The metal 1 layer:
Bar = 20 um.
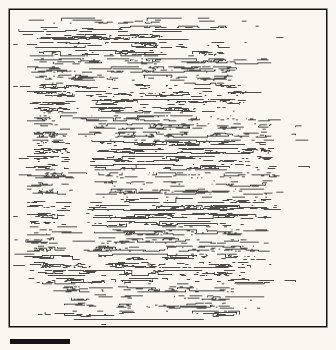
Met2 routing:
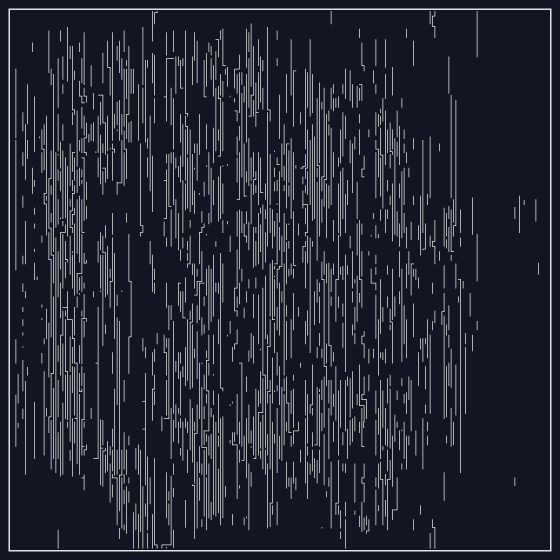
<file path="src/rtl/emotion_mux_fade.sv">
// Frame-synchronous N-channel pixel selector with optional per-component
// crossfade between the outgoing and incoming channel; 2-cycle latency.
module emotion_mux_fade #(
  parameter int NUM_CH    = 4,
  parameter int DATA_W    = 12,
  parameter int FADE_LOG2 = 4,
  parameter int RESET_SEL = 0,
  parameter int SEL_W     = $clog2(NUM_CH)
) (
  input  logic                     i_clk,
  input  logic                     i_rst_n,
  input  logic [NUM_CH*DATA_W-1:0] i_data,
  input  logic [SEL_W-1:0]         i_sel,
  input  logic                     i_frame_start,
  output logic [DATA_W-1:0]        o_color_data,
  output logic [SEL_W-1:0]         o_active_sel,
  output logic                     o_fading
);

  localparam int CW = DATA_W / 3;
  localparam int KW = FADE_LOG2 + 1;
  localparam int PW = CW + FADE_LOG2 + 1;
  localparam logic [KW-1:0] KMAX = KW'((1 << FADE_LOG2) - 1);
  localparam logic [KW-1:0] KONE = KW'(1 << FADE_LOG2);
  localparam logic [SEL_W-1:0] RST_SEL = SEL_W'(RESET_SEL);

  typedef enum logic {
    IDLE,
    FADE
  } state_e;

  state_e            state_q, state_d;
  logic [KW-1:0]     k_q, k_d;
  logic [SEL_W-1:0]  cur_q, cur_d;
  logic [SEL_W-1:0]  old_q, old_d;
  logic [SEL_W-1:0]  new_q, new_d;
  logic [SEL_W-1:0]  pend_q, pend_d;
  logic              pvld_q, pvld_d;

  logic [SEL_W-1:0]  tgt;
  logic [SEL_W-1:0]  sa;
  logic              sel_ok;
  logic [DATA_W-1:0] a_q, b_q, out_q, blend;
  logic [KW-1:0]     kp_q;

  assign tgt    = (state_q == FADE) ? new_q : cur_q;
  assign sa     = (state_q == FADE) ? old_q : cur_q;
  assign sel_ok = int'(i_sel) < NUM_CH;

  always_comb begin
    state_d = state_q;
    k_d     = k_q;
    cur_d   = cur_q;
    old_d   = old_q;
    new_d   = new_q;
    pend_d  = pend_q;
    pvld_d  = pvld_q;
    unique case (state_q)
      IDLE: begin
        if (i_frame_start && pvld_q) begin
          old_d  = cur_q;
          new_d  = pend_q;
          pvld_d = 1'b0;
          if (FADE_LOG2 == 0) begin
            cur_d = pend_q;
          end else begin
            k_d     = KW'(1);
            state_d = FADE;
          end
        end
      end
      FADE: begin
        if (i_frame_start) begin
          if (k_q == KMAX) begin
            cur_d   = new_q;
            k_d     = '0;
            state_d = IDLE;
          end else begin
            k_d = k_q + KW'(1);
          end
        end
      end
      default: state_d = IDLE;
    endcase
    // A fresh request overrides the slot the frame start just consumed
    if (sel_ok) begin
      if (i_sel == tgt) begin
        pvld_d = 1'b0;
      end else begin
        pend_d = i_sel;
        pvld_d = 1'b1;
      end
    end
  end

  always_ff @(posedge i_clk or negedge i_rst_n) begin
    if (!i_rst_n) begin
      state_q <= IDLE;
      k_q     <= '0;
      cur_q   <= RST_SEL;
      old_q   <= RST_SEL;
      new_q   <= RST_SEL;
      pend_q  <= '0;
      pvld_q  <= 1'b0;
    end else begin
      state_q <= state_d;
      k_q     <= k_d;
      cur_q   <= cur_d;
      old_q   <= old_d;
      new_q   <= new_d;
      pend_q  <= pend_d;
      pvld_q  <= pvld_d;
    end
  end

  always_ff @(posedge i_clk or negedge i_rst_n) begin
    if (!i_rst_n) begin
      a_q   <= '0;
      b_q   <= '0;
      kp_q  <= '0;
      out_q <= '0;
    end else begin
      a_q   <= i_data[int'(sa)*DATA_W +: DATA_W];
      b_q   <= i_data[int'(tgt)*DATA_W +: DATA_W];
      kp_q  <= k_q;
      out_q <= blend;
    end
  end

  always_comb begin
    logic [PW-1:0] pa, pb, sum;
    blend = '0;
    pa    = '0;
    pb    = '0;
    sum   = '0;
    for (int c = 0; c < 3; c++) begin
      pa  = PW'(a_q[c*CW +: CW]) * PW'(KONE - kp_q);
      pb  = PW'(b_q[c*CW +: CW]) * PW'(kp_q);
      sum = pa + pb;
      blend[c*CW +: CW] = CW'(sum >> FADE_LOG2);
    end
  end

  assign o_color_data = out_q;
  assign o_active_sel = tgt;
  assign o_fading     = (state_q == FADE);

endmodule

</file>
<file path="config.mk">
export PLATFORM = sky130hd
export DESIGN_NAME = emotion_mux_fade
export DESIGN_NICKNAME = d
export VERILOG_FILES = /design/src/rtl/emotion_mux_fade.sv
export SDC_FILE = /design/constraint.sdc
export NUM_CORES = 1
export LEC_CHECK = 0
export CAP_MARGIN = 20
export CORE_MARGIN = 2
export CORE_UTILIZATION = 58
export CTS_CLUSTER_DIAMETER = 120
export CTS_CLUSTER_SIZE = 28
export DETAILED_ROUTE_END_ITERATION = 10
export PLACE_DENSITY = 0.87
export SETUP_SLACK_MARGIN = 0.02
export SYNTH_ARGS = -nofsm -noshare
export SYNTH_HDL_FRONTEND = slang
export SYNTH_SLANG_ARGS = --single-unit
</file>
<file path="constraint.sdc">
create_clock -name i_clk -period 7 [get_ports i_clk]
set_input_delay 2.1 -clock i_clk [delete_from_list [all_inputs] [get_ports i_clk]]
set_output_delay 2.1 -clock i_clk [all_outputs]
set_load 0.02 [all_outputs]
</file>
==> reports/results.ini <==
[drt]
first_pass_iters = 4
ant_nets = 0
post-route-drc-count = 0

[logic_synthesis]
largest_area_cell = dfrtp_1
syn_inst = 613
netlist.area_leader.share = 0.2343
synth.avg_cell_area_um2 = 9.759
ys_cells = 613
yosys_warnings = 0

[clocking]
clock-root-buffer = clkbuf_8
ctsResizeCount = 0
post-cts-setup-buffers = 0
htreeDepth = 2
ctsHoldBuffers = 0

[status]
outcome = completed

[setup_path]
cp_max_fo = 24
crit_type = reg -> reg
cp-endpoint = o_color_data[7]$_DFF_PN0_
startpoint = kp_q[0]$_DFF_PN0_

[place]
place_hpwl_um = 9820
placedCellCount = 799
place_area_um2 = 6750

[min_path]
hold_depth = 0
holdPathEnd = kp_q[4]$_DFF_PN0_
worstHoldStart = k_q[4]$_DFFE_PN0P_
hold_class = reg -> reg

[grt]
grtUsageMet1 = 0.2917
grt_pass1_vias = 4715
grt_busiest_layer = met2
grt_max_degree = 57
grt_use_met3 = 0.03463
track_usage = 0.2346

[cells_and_area]
nFillCells = 753
stdcell_count = 808

[flow_run]
drv_cap = 0
warnings = 26

[sta]
hold_slack_ns = 0.4520
fin_setup_tns_ns = 0
fin_crit_sh = 0.7620
setup_viol_count_final = 0
clock.fmax_mhz = 187.5
hold_viol_final = 0

Back to the opening pictures, 'the metal 1 layer':
main direction: horizontal
wire length on this layer: 4910 um
nets with wire on the layer: 744
longest straight run: 43.2 um
share of all routed wire: 41%

Back to the opening pictures, 'met2 routing':
main direction: vertical
nets with wire on the layer: 731
total wire length: 12100 um
routed vias: 4361
met2 usage in global routing: 0.4189

area by class of cell:
cell class | instances | area share
Multi-Input combinational cell | 438 | 0.5988
Tap cell | 136 | 0.02476
Inverter | 98 | 0.05352
Sequential cell | 56 | 0.2039
Clock buffer | 5 | 0.01001
Timing Repair Buffer | 72 | 0.1023
Clock inverter | 3 | 0.006736
sequential cells by signal (all words and copies together), names as in the netlist:
signal / flops
old_q: 2
pend_q: 2
pvld_q: 1
k_q: 5
cur_q: 2
a_q: 12
kp_q: 5
o_fading: 1
o_color_data: 12
b_q: 12
new_q: 2
cells by family after synthesis:
| logic type | share of synthesized area |
|---|---|
| and+or+nand+nor | 0.1876 |
| muxes | 0.06191 |
| xor gates and xnor gates | 0.06421 |
| adders and majority gates | 0.3271 |
| buffers and inverters | 0.07843 |
| AOI/OAI and AO/OA | 0.04644 |
| DFF | 0.2343 |
critical path, cell delays in order, from the launching register on:
cell and delay [ns]:
dfrtp_1 0.80, inv_1 0.10, ha_1 0.47, and2_1 0.24, fa_1 0.47, inv_1 0.05, fa_1 0.48, inv_1 0.06
fa_1 0.53, inv_1 0.06, fa_1 0.53, inv_1 0.04, ha_1 0.27, and4b_1 0.20, a31oi_1 0.25, nor2b_1 0.13
o41ai_2 0.28, xnor2_1 0.18, xnor2_1 0.14
cells in the final DEF (no fill, tap or decap), drive strengths merged, types with 4 or more instances in the layout:
cell / count
xnor2: 36
xor2: 7
ha: 46
a21oi: 5
clkbuf: 5
fa: 69
nor3: 6
nor2b: 5
nor2: 12
buf: 6
o21a: 4
clkdlybuf4s50: 66
nand2: 103
and2: 73
o21ai: 4
a31oi: 14
mux4: 12
dfrtp: 56
inv: 99
mux2: 8
and3: 12
synthesized netlist by cell type, drive strengths merged, types with 2 or more instances:
| library cell | instances |
|---|---|
| nand2 | 103 |
| inv | 98 |
| and2 | 73 |
| fa | 69 |
| dfrtp | 56 |
| ha | 46 |
| xnor2 | 36 |
| clkbuf | 15 |
| a31oi | 14 |
| and3 | 12 |
| mux4 | 12 |
| nor2 | 12 |
| mux2 | 8 |
| xor2 | 7 |
| buf | 6 |
| nor3 | 6 |
| a21oi | 5 |
| nor2b | 5 |
| o21a | 4 |
| o21ai | 4 |
| a22o | 2 |
| and4b | 2 |
| nand2b | 2 |
| nand3 | 2 |
| nand4 | 2 |
| o41ai | 2 |
layer usage:
layer,vias up,part of all wire
li1,2033,-
met4,0,0.017
met3,19,0.057
met2,151,0.52
met5,-,0
met1,2158,0.41
